===== src/rtl/rv_pkg.sv =====
//------------------------------------------------------------------------------
// Module : rv_pkg
// Brief  : Shared RV32/RV64 decode constants, immediate class and skid state.
// Rev    : 1.0  initial release
//------------------------------------------------------------------------------
`default_nettype none

package rv_pkg;

  localparam logic [6:0] OPC_LOAD     = 7'b0000011;
  localparam logic [6:0] OPC_MISC_MEM = 7'b0001111;
  localparam logic [6:0] OPC_OP_IMM   = 7'b0010011;
  localparam logic [6:0] OPC_AUIPC    = 7'b0010111;
  localparam logic [6:0] OPC_STORE    = 7'b0100011;
  localparam logic [6:0] OPC_OP       = 7'b0110011;
  localparam logic [6:0] OPC_LUI      = 7'b0110111;
  localparam logic [6:0] OPC_BRANCH   = 7'b1100011;
  localparam logic [6:0] OPC_JALR     = 7'b1100111;
  localparam logic [6:0] OPC_JAL      = 7'b1101111;
  localparam logic [6:0] OPC_SYSTEM   = 7'b1110011;

  typedef enum logic [2:0] {
    IMM_NONE = 3'd0,
    IMM_I    = 3'd1,
    IMM_S    = 3'd2,
    IMM_B    = 3'd3,
    IMM_U    = 3'd4,
    IMM_J    = 3'd5,
    IMM_Z    = 3'd6
  } imm_type_e;

  typedef enum logic [1:0] {
    SKID_EMPTY = 2'd0,
    SKID_ONE   = 2'd1,
    SKID_TWO   = 2'd2
  } skid_state_e;

endpackage

`default_nettype wire


===== src/rtl/imm_decode.sv =====
//------------------------------------------------------------------------------
// Module : imm_decode
// Brief  : Combinational instruction -> {immediate, format class, illegal}.
// Rev    : 1.0  initial release
//------------------------------------------------------------------------------
`default_nettype none

module imm_decode
  import rv_pkg::*;
#(
  parameter int XLEN   = 32,
  parameter bit CSR_EN = 1'b1
) (
  input  logic [31:0]     i_instr,
  output logic [XLEN-1:0] o_imm,
  output logic [2:0]      o_imm_type,
  output logic            o_illegal
);

  logic [6:0]  w_opcode;
  logic [31:0] w_imm32;
  imm_type_e   w_type;
  logic        w_illegal;

  assign w_opcode = i_instr[6:0];

  // Every format fits in 32 bits; Z has bit 31 clear so the final
  // sign extension to XLEN doubles as its zero extension.
  always_comb begin
    w_imm32   = '0;
    w_type    = IMM_NONE;
    w_illegal = 1'b0;
    case (w_opcode)
      OPC_LOAD, OPC_OP_IMM, OPC_JALR: begin
        w_imm32 = {{20{i_instr[31]}}, i_instr[31:20]};
        w_type  = IMM_I;
      end
      OPC_STORE: begin
        w_imm32 = {{20{i_instr[31]}}, i_instr[31:25], i_instr[11:7]};
        w_type  = IMM_S;
      end
      OPC_BRANCH: begin
        w_imm32 = {{19{i_instr[31]}}, i_instr[31], i_instr[7],
                   i_instr[30:25], i_instr[11:8], 1'b0};
        w_type  = IMM_B;
      end
      OPC_LUI, OPC_AUIPC: begin
        w_imm32 = {i_instr[31:12], 12'b0};
        w_type  = IMM_U;
      end
      OPC_JAL: begin
        w_imm32 = {{11{i_instr[31]}}, i_instr[31], i_instr[19:12],
                   i_instr[20], i_instr[30:21], 1'b0};
        w_type  = IMM_J;
      end
      OPC_SYSTEM: begin
        if (CSR_EN && i_instr[14]) begin
          w_imm32 = {27'b0, i_instr[19:15]};
          w_type  = IMM_Z;
        end
      end
      OPC_OP, OPC_MISC_MEM: begin
        w_imm32 = '0;
      end
      default: begin
        w_illegal = 1'b1;
      end
    endcase
  end

  assign o_imm      = XLEN'($signed(w_imm32));
  assign o_imm_type = w_type;
  assign o_illegal  = w_illegal;

endmodule

`default_nettype wire


===== src/rtl/imm_gen_stage.sv =====
//------------------------------------------------------------------------------
// Module : imm_gen_stage
// Brief  : Decode-stage immediate generator with registered output + skid slot.
// Rev    : 1.0  initial release
//------------------------------------------------------------------------------
`default_nettype none

module imm_gen_stage
  import rv_pkg::*;
#(
  parameter int XLEN   = 32,
  parameter int TAG_W  = 32,
  parameter bit CSR_EN = 1'b1
) (
  input  logic             i_clk,
  input  logic             i_rst_n,
  input  logic             i_flush,
  input  logic             i_valid,
  output logic             o_ready,
  input  logic [31:0]      i_instr,
  input  logic [TAG_W-1:0] i_tag,
  output logic             o_valid,
  input  logic             i_ready,
  output logic [XLEN-1:0]  o_imm,
  output logic [2:0]       o_imm_type,
  output logic             o_illegal,
  output logic [TAG_W-1:0] o_tag
);

  generate
    if (XLEN != 32 && XLEN != 64) begin : g_bad_xlen
      $fatal(1, "imm_gen_stage: XLEN must be 32 or 64");
    end
  endgenerate

  logic [XLEN-1:0]  w_dec_imm;
  logic [2:0]       w_dec_type;
  logic             w_dec_illegal;

  skid_state_e      r_state;
  skid_state_e      w_state_nxt;
  logic             w_push;
  logic             w_pop;
  logic             w_load_main;
  logic             w_main_from_skid;
  logic             w_load_skid;

  logic [XLEN-1:0]  r_main_imm;
  logic [2:0]       r_main_type;
  logic             r_main_illegal;
  logic [TAG_W-1:0] r_main_tag;
  logic [XLEN-1:0]  r_skid_imm;
  logic [2:0]       r_skid_type;
  logic             r_skid_illegal;
  logic [TAG_W-1:0] r_skid_tag;

  imm_decode #(
    .XLEN   (XLEN),
    .CSR_EN (CSR_EN)
  ) u_imm_decode (
    .i_instr    (i_instr),
    .o_imm      (w_dec_imm),
    .o_imm_type (w_dec_type),
    .o_illegal  (w_dec_illegal)
  );

  // Handshake flags derive only from registered state, never from i_ready.
  assign o_ready = (r_state != SKID_TWO);
  assign o_valid = (r_state != SKID_EMPTY);
  assign w_push  = i_valid & o_ready;
  assign w_pop   = o_valid & i_ready;

  always_ff @(posedge i_clk or negedge i_rst_n) begin
    if (!i_rst_n) begin
      r_state <= SKID_EMPTY;
    end else begin
      r_state <= w_state_nxt;
    end
  end

  always_comb begin
    w_state_nxt      = r_state;
    w_load_main      = 1'b0;
    w_main_from_skid = 1'b0;
    w_load_skid      = 1'b0;
    if (i_flush) begin
      w_state_nxt = SKID_EMPTY;
    end else begin
      case (r_state)
        SKID_EMPTY: begin
          if (w_push) begin
            w_state_nxt = SKID_ONE;
            w_load_main = 1'b1;
          end
        end
        SKID_ONE: begin
          if (w_push && w_pop) begin
            w_load_main = 1'b1;
          end else if (w_push) begin
            w_state_nxt = SKID_TWO;
            w_load_skid = 1'b1;
          end else if (w_pop) begin
            w_state_nxt = SKID_EMPTY;
          end
        end
        SKID_TWO: begin
          if (w_pop) begin
            w_state_nxt      = SKID_ONE;
            w_load_main      = 1'b1;
            w_main_from_skid = 1'b1;
          end
        end
        default: begin
          w_state_nxt = SKID_EMPTY;
        end
      endcase
    end
  end

  always_ff @(posedge i_clk or negedge i_rst_n) begin
    if (!i_rst_n) begin
      r_main_imm     <= '0;
      r_main_type    <= IMM_NONE;
      r_main_illegal <= 1'b0;
      r_main_tag     <= '0;
      r_skid_imm     <= '0;
      r_skid_type    <= IMM_NONE;
      r_skid_illegal <= 1'b0;
      r_skid_tag     <= '0;
    end else begin
      if (w_load_main) begin
        if (w_main_from_skid) begin
          r_main_imm     <= r_skid_imm;
          r_main_type    <= r_skid_type;
          r_main_illegal <= r_skid_illegal;
          r_main_tag     <= r_skid_tag;
        end else begin
          r_main_imm     <= w_dec_imm;
          r_main_type    <= w_dec_type;
          r_main_illegal <= w_dec_illegal;
          r_main_tag     <= i_tag;
        end
      end
      if (w_load_skid) begin
        r_skid_imm     <= w_dec_imm;
        r_skid_type    <= w_dec_type;
        r_skid_illegal <= w_dec_illegal;
        r_skid_tag     <= i_tag;
      end
    end
  end

  assign o_imm      = r_main_imm;
  assign o_imm_type = r_main_type;
  assign o_illegal  = r_main_illegal;
  assign o_tag      = r_main_tag;

endmodule

`default_nettype wire

===== config.mk =====
export PLATFORM = sky130hd
export DESIGN_NAME = imm_gen_stage
export DESIGN_NICKNAME = d
export VERILOG_FILES = /design/src/rtl/rv_pkg.sv /design/src/rtl/imm_decode.sv /design/src/rtl/imm_gen_stage.sv
export SDC_FILE = /design/constraint.sdc
export NUM_CORES = 1
export LEC_CHECK = 0
export CORE_ASPECT_RATIO = 0.5
export CORE_UTILIZATION = 25
export DETAILED_ROUTE_END_ITERATION = 12
export HOLD_SLACK_MARGIN = 0.08
export PLACE_DENSITY = 0.56
export SYNTH_ARGS = -nofsm -noshare
export SYNTH_HDL_FRONTEND = slang
export SYNTH_SLANG_ARGS = --single-unit

===== constraint.sdc =====
create_clock -name i_clk -period 1.61 [get_ports i_clk]
set_clock_uncertainty 0.1 [all_clocks]
set_input_delay 0.161 -clock i_clk [delete_from_list [all_inputs] [get_ports i_clk]]
set_output_delay 0.161 -clock i_clk [all_outputs]
set_load 0.02 [all_outputs]

==> reports/qor.csv, run 1 <==
metric;value;unit
status;finished with violations;
failing checks;DRC, setup timing;
comb pwr;2.23;mW
global-route wire length before repair;31800;µm
reg2reg end;o_imm_type[2];
Slew HR;74.9;%
Area-dominant class;registers;
slowest CP cell;dfrtp_1;
number of global-route vias before repair;5728;
Largest delay share family, worst path;buffers and inverters;
cell depth of the worst flop-to-flop path;9;
Bufs and invs on worst path;4;
Die Width;220;µm
Finish-stage setup viols;135;
final setup margin;-0.183;ns
Chip Area;24300;µm²
Startpoint Class;register;
Pint;7.32;mW
Die H;111;µm
clock-net power;3.73;mW
aoi/oai-family share of the synthesized area;16.9;%
FP Rows;39;
Post-DP Area;8050;µm²
yosys warning tally;0;
non-clock buffer share of cell area;27.3;%
Crit path depth;9;
share of cells above drive strength 1;24.8;%
post-synthesis cell type count;42;
Synth area leaders;dfrtp_1, nand2_1, nor2_1;
Ant. Diodes;0;
Post-Synth XOR/XNOR Area;0.148;%
part of the power in combinational logic;21.3;%
Fmax achieved;558;MHz
drt pass-1 iters;9;
Hold Fails Final Rpt;0;
CTS sink cnt;138;
IR drop worst, VDD;0.748;mV
WP data required;1.85;ns
Routed Wire Length;20500;µm
Clk pwr share;35.5;%
PD cells;1080;nW/µm²
Seq cells post-synth;138;
Critical Path Max Stage Delay;0.40;ns
Tapcell Cnt;307;
switching fraction of total power;30.3;%
CTS H-tree depth;4;
Total Power;10.5;mW
maxcap violations;0;
Top power group;registers;
met3 Usage GRT;3.90;%
area leader, netlist;dfrtp_1;
Clock buf/inv share;5.67;%
tool warnings;28;
highest-count logic cell in the final layout;nand2_1;
post-layout minimum cycle time;1.79;ns
IO Pins;139;
HPWL after detailed placement;12700;µm
EDFF count, synth;0;
port bufs;138;
CP Capture Type;register;
Via Count;5569;
hold slack final;0.121;ns
main logic family after synthesis;simple AND/OR/NAND/NOR gates;
post-synth top area share;58.3;%
residual DRC count;6;
-- run 1: routing by layer --
metal	vias up	wire (µm)
li1	2634	-
met1	2776	9210
met2	135	9990
met3	24	932
met4	0	350
met5	-	0
-- run 1: metrics by stage --
step                cells  setup WS [ns]  util, %
detailed placement   1102         -0.532     35.0
CTS                  1166         -0.176     41.3
global placement     1102         -0.486     35.0
floorplan             645        0.00118        -
global route         1171         -0.287     42.2
finish               1171         -0.183     42.2
-- run 1: repair_timing --
action	in CTS	in global routing
endpoints found under the setup margin	200	137
gates resized	186	36
setup buffers	17	2
pin swaps	39	33
hold buffers	1	0
endpoints found under the hold margin	138	0
gates cloned	15	4
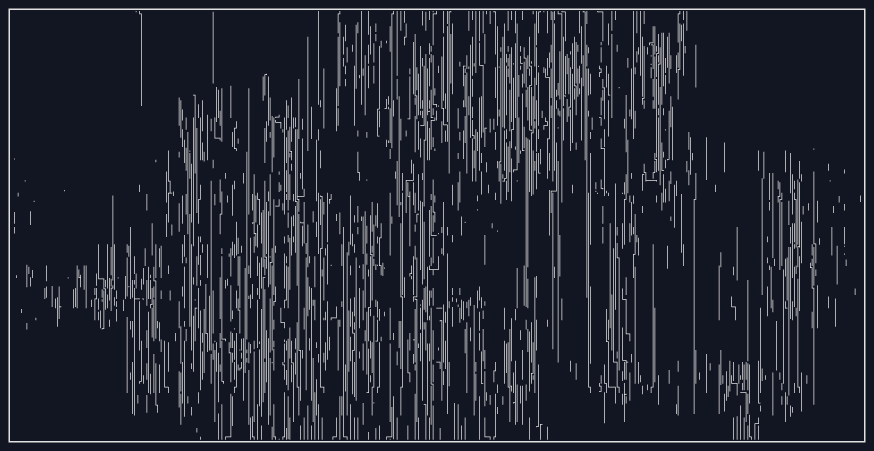
**Above:** run 1 (the metal 2 layer).
main direction: vertical
longest straight run: 58.8 µm
wire length on this layer: 9,990 µm
nets with wire on the layer: 783
share of all routed wire: 49%

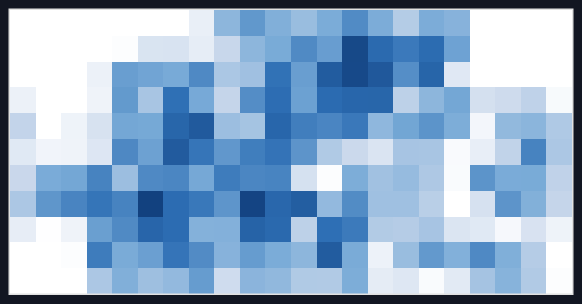
**Above:** run 1 (cell area per tile).
22 x 11 tiles, from white (low) to dark blue (high), 0 to 100% covered.
tiles over 75% full: 10%
nearly empty tiles: 17%
emptiest ninth of the die: top left

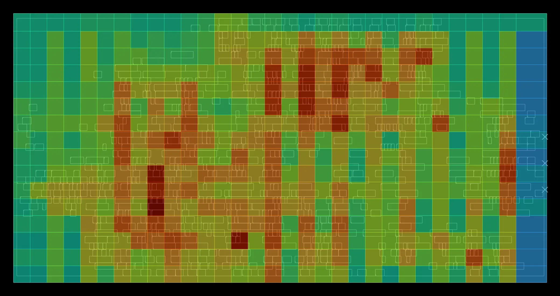
**Above:** run 1 (track usage over the die).
Routed WL per cell: 17.5 µm
GR Layer Usage met1: 22.7%

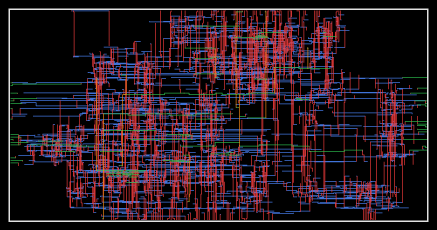
**Above:** run 1 (signal wires by layer).
| colour | layer | wire length |
|---|---|---|
| green | metal 3 | 933 µm |
| orange | metal 4 | 351 µm |
| blue | metal 1 | 9,210 µm |
| red | metal 2 | 9,990 µm |

==> run 1 -> run 2 <==
Settings changed: REMOVE_ABC_BUFFERS set to 1.
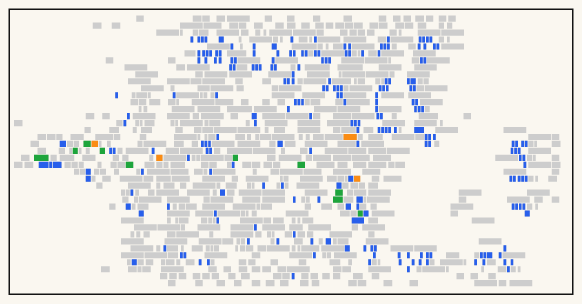
**Above:** run 2 (logic cells by family).
| colour | family | cells | most used |
|---|---|---|---|
| blue | NAND gates | 221 | nand2_1 |
| green | AND and OR gates | 10 | or2_4 |
| orange | AND-OR and OR-AND gates | 4 | a21o_1 |

==> run 2 against run 1 <==
  * The run still ends with DRC, setup timing left
  * Hold slack improved by 0.077 ns
  * Sequential power fell by 0.9%
  * Sequential share of layout area rose by 0.43 points
  * Core utilization fell by 0.52 points
  * Clock power barely moved
  * Flip-flop count did not move
  * Register-to-register slack improved by 0.05 ns
  * Cell count fell by 0.43%
  * Combinational power barely moved
  * Die area did not move
  * Non-clock buffer count fell by 6
  * Global-route usage fell by 0.97 points
  * Largest power group unchanged
==> reports/qor.csv, run 2 <==
metric;value;unit;change
Largest delay share family, worst path;simple AND/OR/NAND/NOR gates;;
Worst-Skew Late Latency;0.43;ns;
tool warnings;27;;-3.6%
RSZ-0062 raised after global routing;true;;
Critical Path Sink;r_skid_imm[30];;
post-synthesis cell count;645;;
fp util;25.7;%;
Die Width;220;µm;unchanged
register share after synthesis;58.3;%;
IR drop worst, VDD;0.710;mV;-5.1%
Psw;3.28;mW;
worst setup path start;r_state[1];;
Multiplexer share;0;%;
post-synth top area share;58.3;%;unchanged
Worst-path clk slew;0.06;ns;
post-synthesis cell type count;42;;unchanged
PD cells;1090;nW/µm²;+1.4%
Hold Fails Final Rpt;0;;unchanged
mean post-synth cell area;9.18;µm²;
Top power group;registers;;
drt pass-1 iters;11;;+2
max-slew violations;0;;
final setup margin;-0.133;ns;+0.0500 ns
area delta synth->final;62.3;%;
FP Rows;39;;unchanged
non-clock buffer share of cell area;26.2;%;-1.0 points
post-layout minimum cycle time;1.74;ns;-0.0500 ns
HPWL after detailed placement;13100;µm;+2.9%
crit path DAT;1.95;ns;
CTS H-tree depth;4;;unchanged
Adder-Cell Fraction of Synth Area;0;%;
Slew HR;69.3;%;-5.5 points
setup TNS;-8.32;ns;
Crit path depth;6;;-3
Seq group;4.50;mW;
inverters;1;;
yosys warning tally;0;;unchanged
pre-CTS setup slack;-0.507;ns;+0.0242 ns
remaining antenna violation count;0;;
Seq area share;35.9;%;
Final nets;915;;
Chip Area;24300;µm²;unchanged
comb pwr;2.25;mW;about the same
yosys cell count;645;;
aoi/oai-family share of the synthesized area;16.9;%;unchanged
Routed WL per cell;18.0;µm;+3.1%
cts repair resizes;137;;-26%
cell depth of the worst hold path;3;;
logic area;2680;µm²;
CORE AREA;23000;µm²;
Worst Path Max Fanout;11;;
logic share of the area;27.9;%;
Critical Path Max Stage Delay;0.46;ns;+0.06 ns
Routed Wire Length;21000;µm;+2.7%
Fmax achieved;574;MHz;+2.9%
status;finished with violations;;
Via Count;5519;;-0.90%
R2R setup slack;-0.13;ns;
TritonCTS Buffers;17;;
reg-to-reg startpoint;r_state[1];;
global-route wire length before repair;30500;µm;-4.0%
Seq cells post-synth;138;;unchanged
Flop pwr share;42.8;%;
GRT Total Usage;16.3;%;
area leader, netlist;dfrtp_1;;
Ant. Diodes;0;;unchanged
main logic family after synthesis;simple AND/OR/NAND/NOR gates;;
crit path cell chain;buf_4 -> nand2b_4 -> or3_4 -> a21oi_4 -> buf_12 -> a21oi_1;;
RD Place Congestion;0.820;;
mapped cell area;5920;µm²;
P_leak;4.20;nW;
largest net degree at the start of global routing;43;;
slowest CP cell;or3_4;;
clock-net power;3.76;mW;about the same
Commonest flop;dfrtp_1;;
EDFF count, synth;0;;unchanged
Flop area;3450;µm²;
CTS tree;built;;
number of global-route vias before repair;5465;;-4.6%
cell depth of the worst flop-to-flop path;6;;-3
Comb gates;464;;
grt total ovfl;0;;
Hold Path Origin;i_tag[11];;
Post-CTS Setup Inserts;7;;-10
switching fraction of total power;31.2;%;+0.89 points
reg2reg end;r_skid_imm[30];;
hold slack final;0.198;ns;+0.0768 ns
Bufs and invs on worst path;2;;-2
via/cell ratio;4.73;;
most frequent cells in the layout;nand2_1, dfrtp_1, dlygate4sd2_1, clkdlybuf4s50_1, nor2_1;;
top-count cell post-synth;nand2_1;;
CP Capture Type;register;;
Max clock buf depth;2;;
port bufs;138;;unchanged
layout clock buffer count;18;;
highest-count logic cell in the final layout;nand2_1;;
top cells by count;nand2_1, dfrtp_1, nor2_1;;
Hold Path Class;in -> reg;;
WP data required;1.82;ns;-0.03 ns
Clk pwr share;35.8;%;+0.3 points
residual DRC count;6;;unchanged
maxcap violations;0;;unchanged
Pint;7.23;mW;-1.2%
IO Pins;139;;unchanged
flop count;138;;
antenna violations before repair;0;;
hold endpoint;r_skid_tag[11];;
WS Path Type;reg -> reg;;
Finish-stage setup viols;136;;+0.74%
Tapcell Cnt;307;;unchanged
Startpoint Class;register;;
Die H;111;µm;unchanged
Synth area leaders;dfrtp_1, nand2_1, nor2_1;;
failing checks;DRC, setup timing;;
yosys simple share;21.0;%;
CTS sink cnt;138;;unchanged
Non-Clock Buffer Count;224;;
yosys stat chip area;5920;µm²;
Root Buffer;clkbuf_16;;
worst slew pin tran;0.460;ns;
hold buffer count at cts;2;;+1
Post-Synth XOR/XNOR Area;0.148;%;unchanged
Clock buf/inv share;5.85;%;+0.18 points
Final Cycle Share;108;%;
DRT iter0 DRCs;432;;
Area-dominant class;registers;;
fill count;2209;;
share of cells above drive strength 1;24.2;%;-0.55 points
part of the power in combinational logic;21.4;%;about the same
ys async rst share;100;%;
-- run 2: per-stage QoR --
step	power, mW	area (µm²)	instances	utilization [%]
2_1_floorplan	5.42	5710	602	-
3_3_place_gp	6.52	8080	1103	35.1
3_5_place_dp	6.59	8080	1103	35.1
4_1_cts	10.3	8990	1149	39.0
5_1_grt	11.0	9610	1166	41.7
6_report	10.5	9610	1166	41.7
-- run 2: layer usage --
metal,part of all wire [%],up-vias,GRT usage (%)
li1,-,2610,-
met1,45,2771,21.3
met2,50,116,27.2
met3,3.8,22,3.24
met4,1.6,0,4.64
met5,0,-,0
Power and IR drop assume default switching activity.
